## src/rtl/seg7_scan_decoder_if.sv

```systemverilog
// Bundle of the multiplexed 7-segment inputs and the decoded results.
//   seg/an       : raw segment drive and digit enables (towards decoder)
//   digits       : decoded hex nibbles, digit i at [4i+3:4i]
//   digit_valid  : per-digit "holds a decoded value" flags
//   update/err   : one-cycle pulses on a decoded / undecodable acceptance
//   update_idx   : digit index associated with update or err
interface seg7_scan_decoder_if;
  logic [6:0]  seg;
  logic [3:0]  an;
  logic [15:0] digits;
  logic [3:0]  digit_valid;
  logic        update;
  logic [1:0]  update_idx;
  logic        err;

  modport master (
    output seg, an,
    input  digits, digit_valid, update, update_idx, err
  );

  modport slave (
    input  seg, an,
    output digits, digit_valid, update, update_idx, err
  );
endinterface

```

## src/rtl/seg7_scan_decoder.sv

```systemverilog
// Recovers four hex digits from a scanned, multiplexed 7-segment display.
// A {an,seg} pattern must be sampled STABLE_CYCLES times in a row with a
// one-hot an before it is accepted into digit register i (an[i]=1).
//   clk  : rising-edge clock
//   rst  : asynchronous reset, active-high
//   bus  : seg7_scan_decoder_if.slave (seg/an in; digits, digit_valid,
//          update, update_idx, err out)
// Parameters: STABLE_CYCLES (2..255), ACTIVE_LOW (invert seg/an at input).
module seg7_scan_decoder #(
  parameter int unsigned STABLE_CYCLES = 4,
  parameter bit          ACTIVE_LOW    = 1'b0
) (
  input  logic          clk,
  input  logic          rst,
  seg7_scan_decoder_if.slave bus
);

  localparam logic [7:0] SC = 8'(STABLE_CYCLES);

  logic [10:0] in_w;
  logic        legal_w;
  logic        accept_w;
  logic [1:0]  sel_w;
  logic [4:0]  dec_w;

  logic [10:0] sample_q;
  logic [7:0]  cnt_q, cnt_d;
  logic        acc_q, acc_d;
  logic [15:0] digits_q, digits_d;
  logic [3:0]  valid_q, valid_d;
  logic        upd_q, upd_d;
  logic        err_q, err_d;
  logic [1:0]  idx_q, idx_d;

  // Returns {hit, value}.
  function automatic logic [4:0] decode(input logic [6:0] s);
    case (s)
      7'h7E: decode = 5'h10;  7'h30: decode = 5'h11;
      7'h6D: decode = 5'h12;  7'h79: decode = 5'h13;
      7'h33: decode = 5'h14;  7'h5B: decode = 5'h15;
      7'h5F: decode = 5'h16;  7'h70: decode = 5'h17;
      7'h7F: decode = 5'h18;  7'h7B: decode = 5'h19;
      7'h77: decode = 5'h1A;  7'h1F: decode = 5'h1B;
      7'h4E: decode = 5'h1C;  7'h3D: decode = 5'h1D;
      7'h4F: decode = 5'h1E;  7'h47: decode = 5'h1F;
      default: decode = 5'h00;
    endcase
  endfunction

  assign in_w    = ACTIVE_LOW ? ~{bus.an, bus.seg} : {bus.an, bus.seg};
  assign legal_w = $onehot(in_w[10:7]);
  // A non-zero count implies sample_q holds a legal, stable pattern, so the
  // acceptance acts on sample_q even if the live input has just moved on.
  assign accept_w = (cnt_q == SC) && !acc_q;
  assign dec_w    = decode(sample_q[6:0]);

  always_comb begin
    sel_w = 2'd0;
    unique case (sample_q[10:7])
      4'b0010: sel_w = 2'd1;
      4'b0100: sel_w = 2'd2;
      4'b1000: sel_w = 2'd3;
      default: sel_w = 2'd0;
    endcase
  end

  always_comb begin
    cnt_d = cnt_q;
    acc_d = acc_q;
    if (!legal_w) begin
      cnt_d = '0;
      acc_d = 1'b0;
    end else if (in_w != sample_q) begin
      cnt_d = 8'd1;
      acc_d = 1'b0;
    end else begin
      if (cnt_q < SC) cnt_d = cnt_q + 8'd1;
      if (accept_w)   acc_d = 1'b1;
    end
  end

  always_comb begin
    digits_d = digits_q;
    valid_d  = valid_q;
    upd_d    = 1'b0;
    err_d    = 1'b0;
    idx_d    = idx_q;
    if (accept_w) begin
      idx_d = sel_w;
      if (sample_q[6:0] == 7'h00) begin
        valid_d[sel_w] = 1'b0;
      end else if (dec_w[4]) begin
        digits_d[{sel_w, 2'b00} +: 4] = dec_w[3:0];
        valid_d[sel_w] = 1'b1;
        upd_d = 1'b1;
      end else begin
        valid_d[sel_w] = 1'b0;
        err_d = 1'b1;
      end
    end
  end

  always_ff @(posedge clk or posedge rst) begin
    if (rst) begin
      sample_q <= '0;
      cnt_q    <= '0;
      acc_q    <= 1'b0;
      digits_q <= '0;
      valid_q  <= '0;
      upd_q    <= 1'b0;
      err_q    <= 1'b0;
      idx_q    <= '0;
    end else begin
      sample_q <= in_w;
      cnt_q    <= cnt_d;
      acc_q    <= acc_d;
      digits_q <= digits_d;
      valid_q  <= valid_d;
      upd_q    <= upd_d;
      err_q    <= err_d;
      idx_q    <= idx_d;
    end
  end

  assign bus.digits      = digits_q;
  assign bus.digit_valid = valid_q;
  assign bus.update      = upd_q;
  assign bus.err         = err_q;
  assign bus.update_idx  = idx_q;

endmodule

```

## src/flat_wrapper.sv

```systemverilog
// flat-port wrapper written by rule: the top's interface ports become plain ports
module seg7_scan_decoder_flat 
#(
  parameter int unsigned STABLE_CYCLES = 4,
  parameter bit          ACTIVE_LOW    = 1'b0
)
  (clk, rst, bus_seg, bus_an, bus_digits, bus_digit_valid, bus_update, bus_update_idx, bus_err);
  seg7_scan_decoder_if bus_i ();
  input  logic clk;
  input  logic rst;
  input wire logic [$bits(bus_i.seg)-1:0] bus_seg;
  input wire logic [$bits(bus_i.an)-1:0] bus_an;
  output wire logic [$bits(bus_i.digits)-1:0] bus_digits;
  output wire logic [$bits(bus_i.digit_valid)-1:0] bus_digit_valid;
  output wire logic [$bits(bus_i.update)-1:0] bus_update;
  output wire logic [$bits(bus_i.update_idx)-1:0] bus_update_idx;
  output wire logic [$bits(bus_i.err)-1:0] bus_err;
  assign bus_i.seg = bus_seg;
  assign bus_i.an = bus_an;
  assign bus_digits = bus_i.digits;
  assign bus_digit_valid = bus_i.digit_valid;
  assign bus_update = bus_i.update;
  assign bus_update_idx = bus_i.update_idx;
  assign bus_err = bus_i.err;
  seg7_scan_decoder #(.STABLE_CYCLES(STABLE_CYCLES), .ACTIVE_LOW(ACTIVE_LOW)) u_core (.clk(clk), .rst(rst), .bus(bus_i));
endmodule
```

## config.mk

```make
export PLATFORM = sky130hd
export DESIGN_NAME = seg7_scan_decoder_flat
export DESIGN_NICKNAME = d
export VERILOG_FILES = /design/src/rtl/seg7_scan_decoder_if.sv /design/src/rtl/seg7_scan_decoder.sv /design/src/flat_wrapper.sv
export SDC_FILE = /design/constraint.sdc
export NUM_CORES = 1
export LEC_CHECK = 0
export CORE_MARGIN = 3
export CORE_UTILIZATION = 45
export DETAILED_ROUTE_END_ITERATION = 8
export PLACE_DENSITY = 0.68
export SLEW_MARGIN = 20
export SYNTH_ARGS = -nofsm -noshare
export SYNTH_HDL_FRONTEND = slang
export SYNTH_SLANG_ARGS = --single-unit
export TNS_END_PERCENT = 1
```

## constraint.sdc

```tcl
create_clock -name clk -period 2.45 [get_ports clk]
set_input_delay 0.245 -clock clk [delete_from_list [all_inputs] [get_ports clk]]
set_output_delay 0.245 -clock clk [all_outputs]
set_load 0.03 [all_outputs]
```

==> run_results.csv, run 1 <==
group,metric,value,unit
pwr,swShare,25.6,%
pwr,p_int,0.00105,W
clocking,clockBufferDepth,2,
final_timing,slew_violations,0,
synth,yosysTopAreaCell,"dfrtp_1",
job,max_cap_viol_count,0,
synth,top_logic_kind,"simple AND/OR/NAND/NOR gates",
cells_and_area,largest_register_ffs,16,
die,fp_util,48.0,%
pwr,p_seq_share,53.6,%
route,ant_nets,0,
clocking,clk_pin_slew_worst_paths,0.09,ns
cells_and_area,drive_above_1_share,17.2,%
die,num_tap_cells,70,
synth,edf_count,0,
cells_and_area,layout.nets,309,
route,drt-total-wl,4990,um
critical_path,arrival,2.51,ns
final_timing,fmax,438,MHz
cells_and_area,nMultiInputCombCells,153,
clocking,cts_max_level,2,
die,rows,26,
synth,synth.cellmix.adderShare,6.23,%
placed_design,hpwl,3800,um
critical_path,r2r_start,"u_core.sample_q[6]",
placed_design,gp_congestion,0.839,
grt,grt_pass1_wl,8690,um
die,coreArea,5270,um^2
synth,xor_share,5.20,%
synth,async_flop_share,100,%
synth,ys_sh_mux,7.92,%
critical_path,cp_max_fo,13,
status,status,"finished clean",
synth,top_cells_by_count,"dfrtp_1, inv_1, o21ai_0, xnor2_1, mux2i_1",
clocking,cts_made_buffers,5,
grt,antenna_found_initial,0,
final_timing,hold_viol,0,
clocking,clock.latency.late_pin,0.30,ns
cells_and_area,seq_share,34.7,%
synth,synthDistinctLibCells,52,
route,wl_per_cell,14.1,um
synth,yosysCellCount,228,
cells_and_area,nNonClkBuffers,58,
critical_path,crit_start,"u_core.sample_q[6]",
grt,grt_max_degree,45,
final_timing,rsz0062_at_grt,"no",
synth,top_cell,"dfrtp_1",
final_timing,setup-violations-final,0,
-- run 1: routing by layer --
layer  up-vias  global-route usage (%)  share of wire, %
li1        929                       -                 -
met1       906                    22.5                46
met2        40                    27.8                48
met3         8                    3.77               4.2
met4         0                    7.43               1.8
met5         -                       0                 0
-- run 1: worst max-delay path by stage --
stage | to
floorplan | u_core.bus.digits[11]
global placement | u_core.cnt_q[3]
detailed placement | u_core.cnt_q[1]
CTS | register
global route | u_core.bus.digits[13]
finish | u_core.bus.digits[12]
-- run 1: per-stage QoR --
stage	instance area [um^2]	total power [W]
3_3_place_gp	3080	0.000945
6_report	3170	0.00141
2_1_floorplan	2530	0.000884
5_1_grt	3170	0.00149
4_1_cts	3170	0.00143
3_5_place_dp	3080	0.000950
-- run 1: placed cells by master, fill, tap and decap left out, types with 2 or more instances in the layout --
cell type         n
a21oi_1           4
buf_4            22
xnor2_1          15
clkdlybuf4s50_1  36
dfrtp_1          44
and4_2            3
nor2_1            8
or3_1             3
ha_1             11
nand4_1           4
mux2_2            3
and2_1            4
mux2i_1          14
clkbuf_8          6
nor3_1            7
a31oi_1           3
nand2_1           9
nand3_1           7
inv_1            21
o21ai_0          16
nor4b_1           3
a311oi_4          4
nor3b_1           3
nor2b_1           4
a22o_1            2
-- run 1: worst max-delay path: stages (launching register included) --
cell and delay [ns]:
dfrtp_1 0.51, or4_1 0.46, a211oi_1 0.23, nor2_1 0.24, a311oi_4 0.41, buf_4 0.20, mux2i_1 0.17
-- run 1: power by group through the flow --
stage	clock network (W)	logic [W]	registers, W
after floorplan	0	0.000120	0.000764
after global placement	0	0.000175	0.000770
after detailed placement	0	0.000179	0.000772
after CTS	0.000491	0.000180	0.000757
after global routing	0.000532	0.000198	0.000760
final	0.000478	0.000176	0.000757
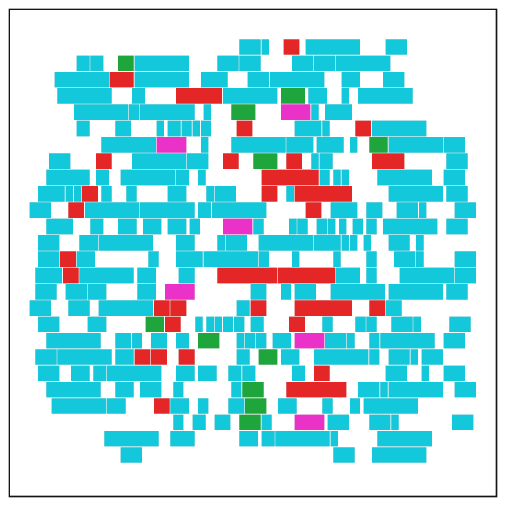
Figure 1: run 1, drive-strength map.
Drawn at 6 px/um.
legend:
  _6 and larger:
    color: magenta
    cells: 6
    most_used: clkbuf_8
  _2 cells:
    color: green
    cells: 11
  _3 and _4 cells:
    color: red
    cells: 32
    most_used: buf_4
  _0 and _1 cells:
    color: cyan
    cells: 236
    most_used: dfrtp_1

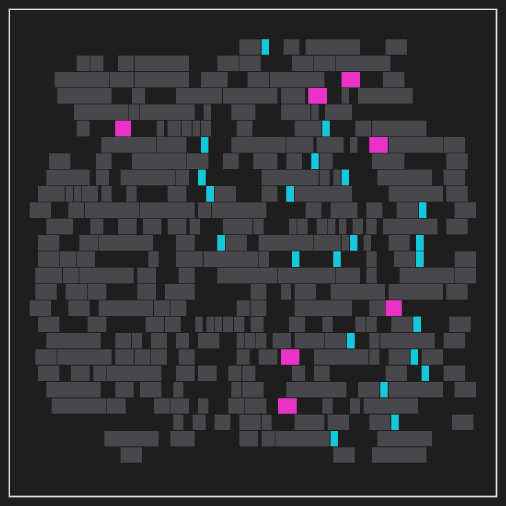
Figure 2: run 1, gate-type map.
Drawn at 6 px/um.
legend:
  inv cells:
    color: cyan
    cells: 22
  non-inverting ao/oa cells:
    color: magenta
    cells: 7

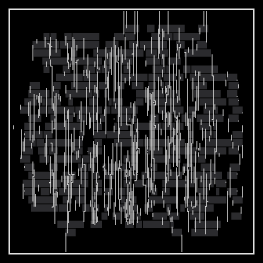
Figure 3: run 1, metal 2.
Drawn at 3 px/um. Cells faint in the background.
wire length on this layer: 2400 um
main direction: vertical
share of all routed wire: 48%
nets with wire on the layer: 264
longest straight run: 32.0 um

==> run 2, diff against run 1 <==
--- a/config.mk
+++ b/config.mk
@@ -7,6 +7,7 @@
 export LEC_CHECK = 0
 export CORE_MARGIN = 3
 export CORE_UTILIZATION = 45
+export CTS_CLUSTER_SIZE = 20
 export DETAILED_ROUTE_END_ITERATION = 8
 export PLACE_DENSITY = 0.68
 export SLEW_MARGIN = 20
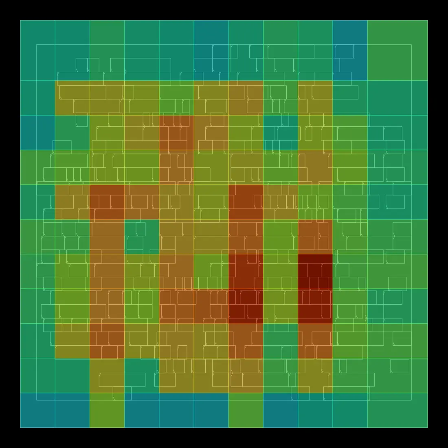
Figure 4: run 2, routing congestion.
met2 usage: 27.8%
GR Util All Layers: 17.3%
met3 Track Usage GR: 3.77%
final core occ: 60.2%
routed len/inst: 14.1 um

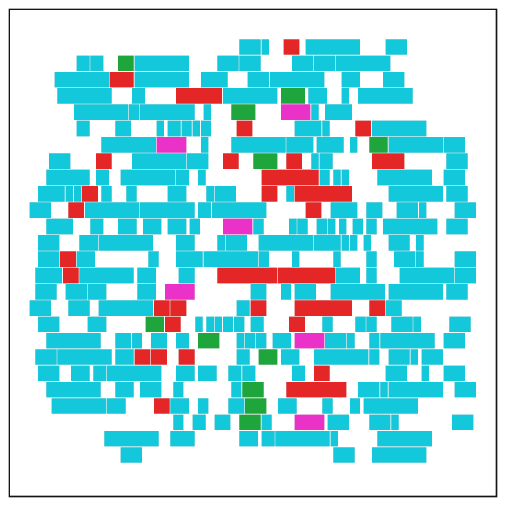
Figure 5: run 2, drive-strength map.
Drawn at 6 px/um.
legend:
  _0 and _1 cells:
    color: cyan
    cells: 236
    most_used: dfrtp_1
  _2 cells:
    color: green
    cells: 11
  _6 and larger:
    color: magenta
    cells: 6
    most_used: clkbuf_8
  _3 and _4 cells:
    color: red
    cells: 32
    most_used: buf_4

==> run 2 against run 1 <==
Power did not move. Global-route usage did not move. Sequential cell count did not move. Sequential share of layout area did not move. Synthesized cell count did not move. Via count did not move. Register-to-register slack barely moved. Clock skew did not move.
==> run_results.csv, run 2 <==
group,metric,value,unit
status,status,"finished clean",
synth,yosysTopAreaCell,"dfrtp_1",
cells_and_area,largest_register_ffs,16,
job,max_cap_viol_count,0,
placed_design,gp_congestion,0.839,
grt,antenna_found_initial,0,
placed_design,hpwl,3800,um
final_timing,slew_violations,0,
synth,yosysCellCount,228,
pwr,swShare,25.6,%
synth,top_cell,"dfrtp_1",
grt,grt_pass1_wl,8690,um
final_timing,hold_viol,0,
placed_design,placed_cell_area,3080,um^2
clocking,cts_max_level,2,
clocking,clock.latency.late_pin,0.30,ns
die,rows,26,
final_timing,fmax,438,MHz
synth,top_cells_by_count,"dfrtp_1, inv_1, o21ai_0, xnor2_1, mux2i_1",
clocking,cts_made_buffers,5,
critical_path,cp_max_fo,13,
pwr,p_seq_share,53.6,%
clocking,clockBufferDepth,2,
pwr,p_int,0.00105,W
cells_and_area,fin_area,3170,um^2
die,coreArea,5270,um^2
final_timing,rsz0062_at_grt,"no",
final_timing,setup-violations-final,0,
critical_path,crit_start,"u_core.sample_q[6]",
cells_and_area,lay_top_cells,"dfrtp_1, clkdlybuf4s50_1, buf_4",
route,ant_nets,0,
critical_path,r2r_start,"u_core.sample_q[6]",
die,fp_util,48.0,%
run 2: cell counts after synthesis:
No cell type changed its count.
run 2: final cells by class:
cell class	instances	area (um^2)	area share, %
clock buffer	7	86.3	2.72
clock inverter	1	7.51	0.237
inverter	22	82.6	2.60
multi-input combinational	153	1280	40.4
sequential	44	1100	34.7
tap	70	87.6	2.76
timing repair buffer	58	526	16.6
run 2: logic make-up after synthesis:
| group | share of synthesized area [%] |
|---|---|
| adder cells (fa/ha/maj) | 6.23 |
| multiplexers | 7.92 |
| AND-OR/OR-AND | 14.5 |
| flip-flops | 43.5 |
| buffers and inverters | 5.74 |
| AND/OR/NAND/NOR | 16.8 |
| XOR/XNOR | 5.20 |
run 2: layer usage:
layer  share of wire (%)  global-route usage, %
met1                  46                   22.5
met2                  48                   27.8
met3                 4.2                   3.77
met4                 1.8                   7.43
met5                   0                      0
run 2: per-stage QoR:
step	util [%]	TNS [ns]	setup slack (ns)
6_report	60.2	0	0.169
5_1_grt	60.2	0	0.00747
3_3_place_gp	58.4	0	0.0406
2_1_floorplan	-	0	0.0589
3_5_place_dp	58.4	-0.0521	-0.0253
4_1_cts	60.2	0	0.143
run 2: power by group through the flow:
stage	sequential, W	combinational (W)	clock [W]
3_5_place_dp	0.000772	0.000179	0
6_report	0.000757	0.000176	0.000478
4_1_cts	0.000757	0.000180	0.000491
2_1_floorplan	0.000764	0.000120	0
3_3_place_gp	0.000770	0.000175	0
5_1_grt	0.000760	0.000198	0.000532
run 2: critical path, stage by stage, from the launching register on:
cell,delay [ns]
dfrtp_1,0.51
or4_1,0.46
a211oi_1,0.23
nor2_1,0.24
a311oi_4,0.41
buf_4,0.20
mux2i_1,0.17
Power is estimated from default activity; no workload was simulated.
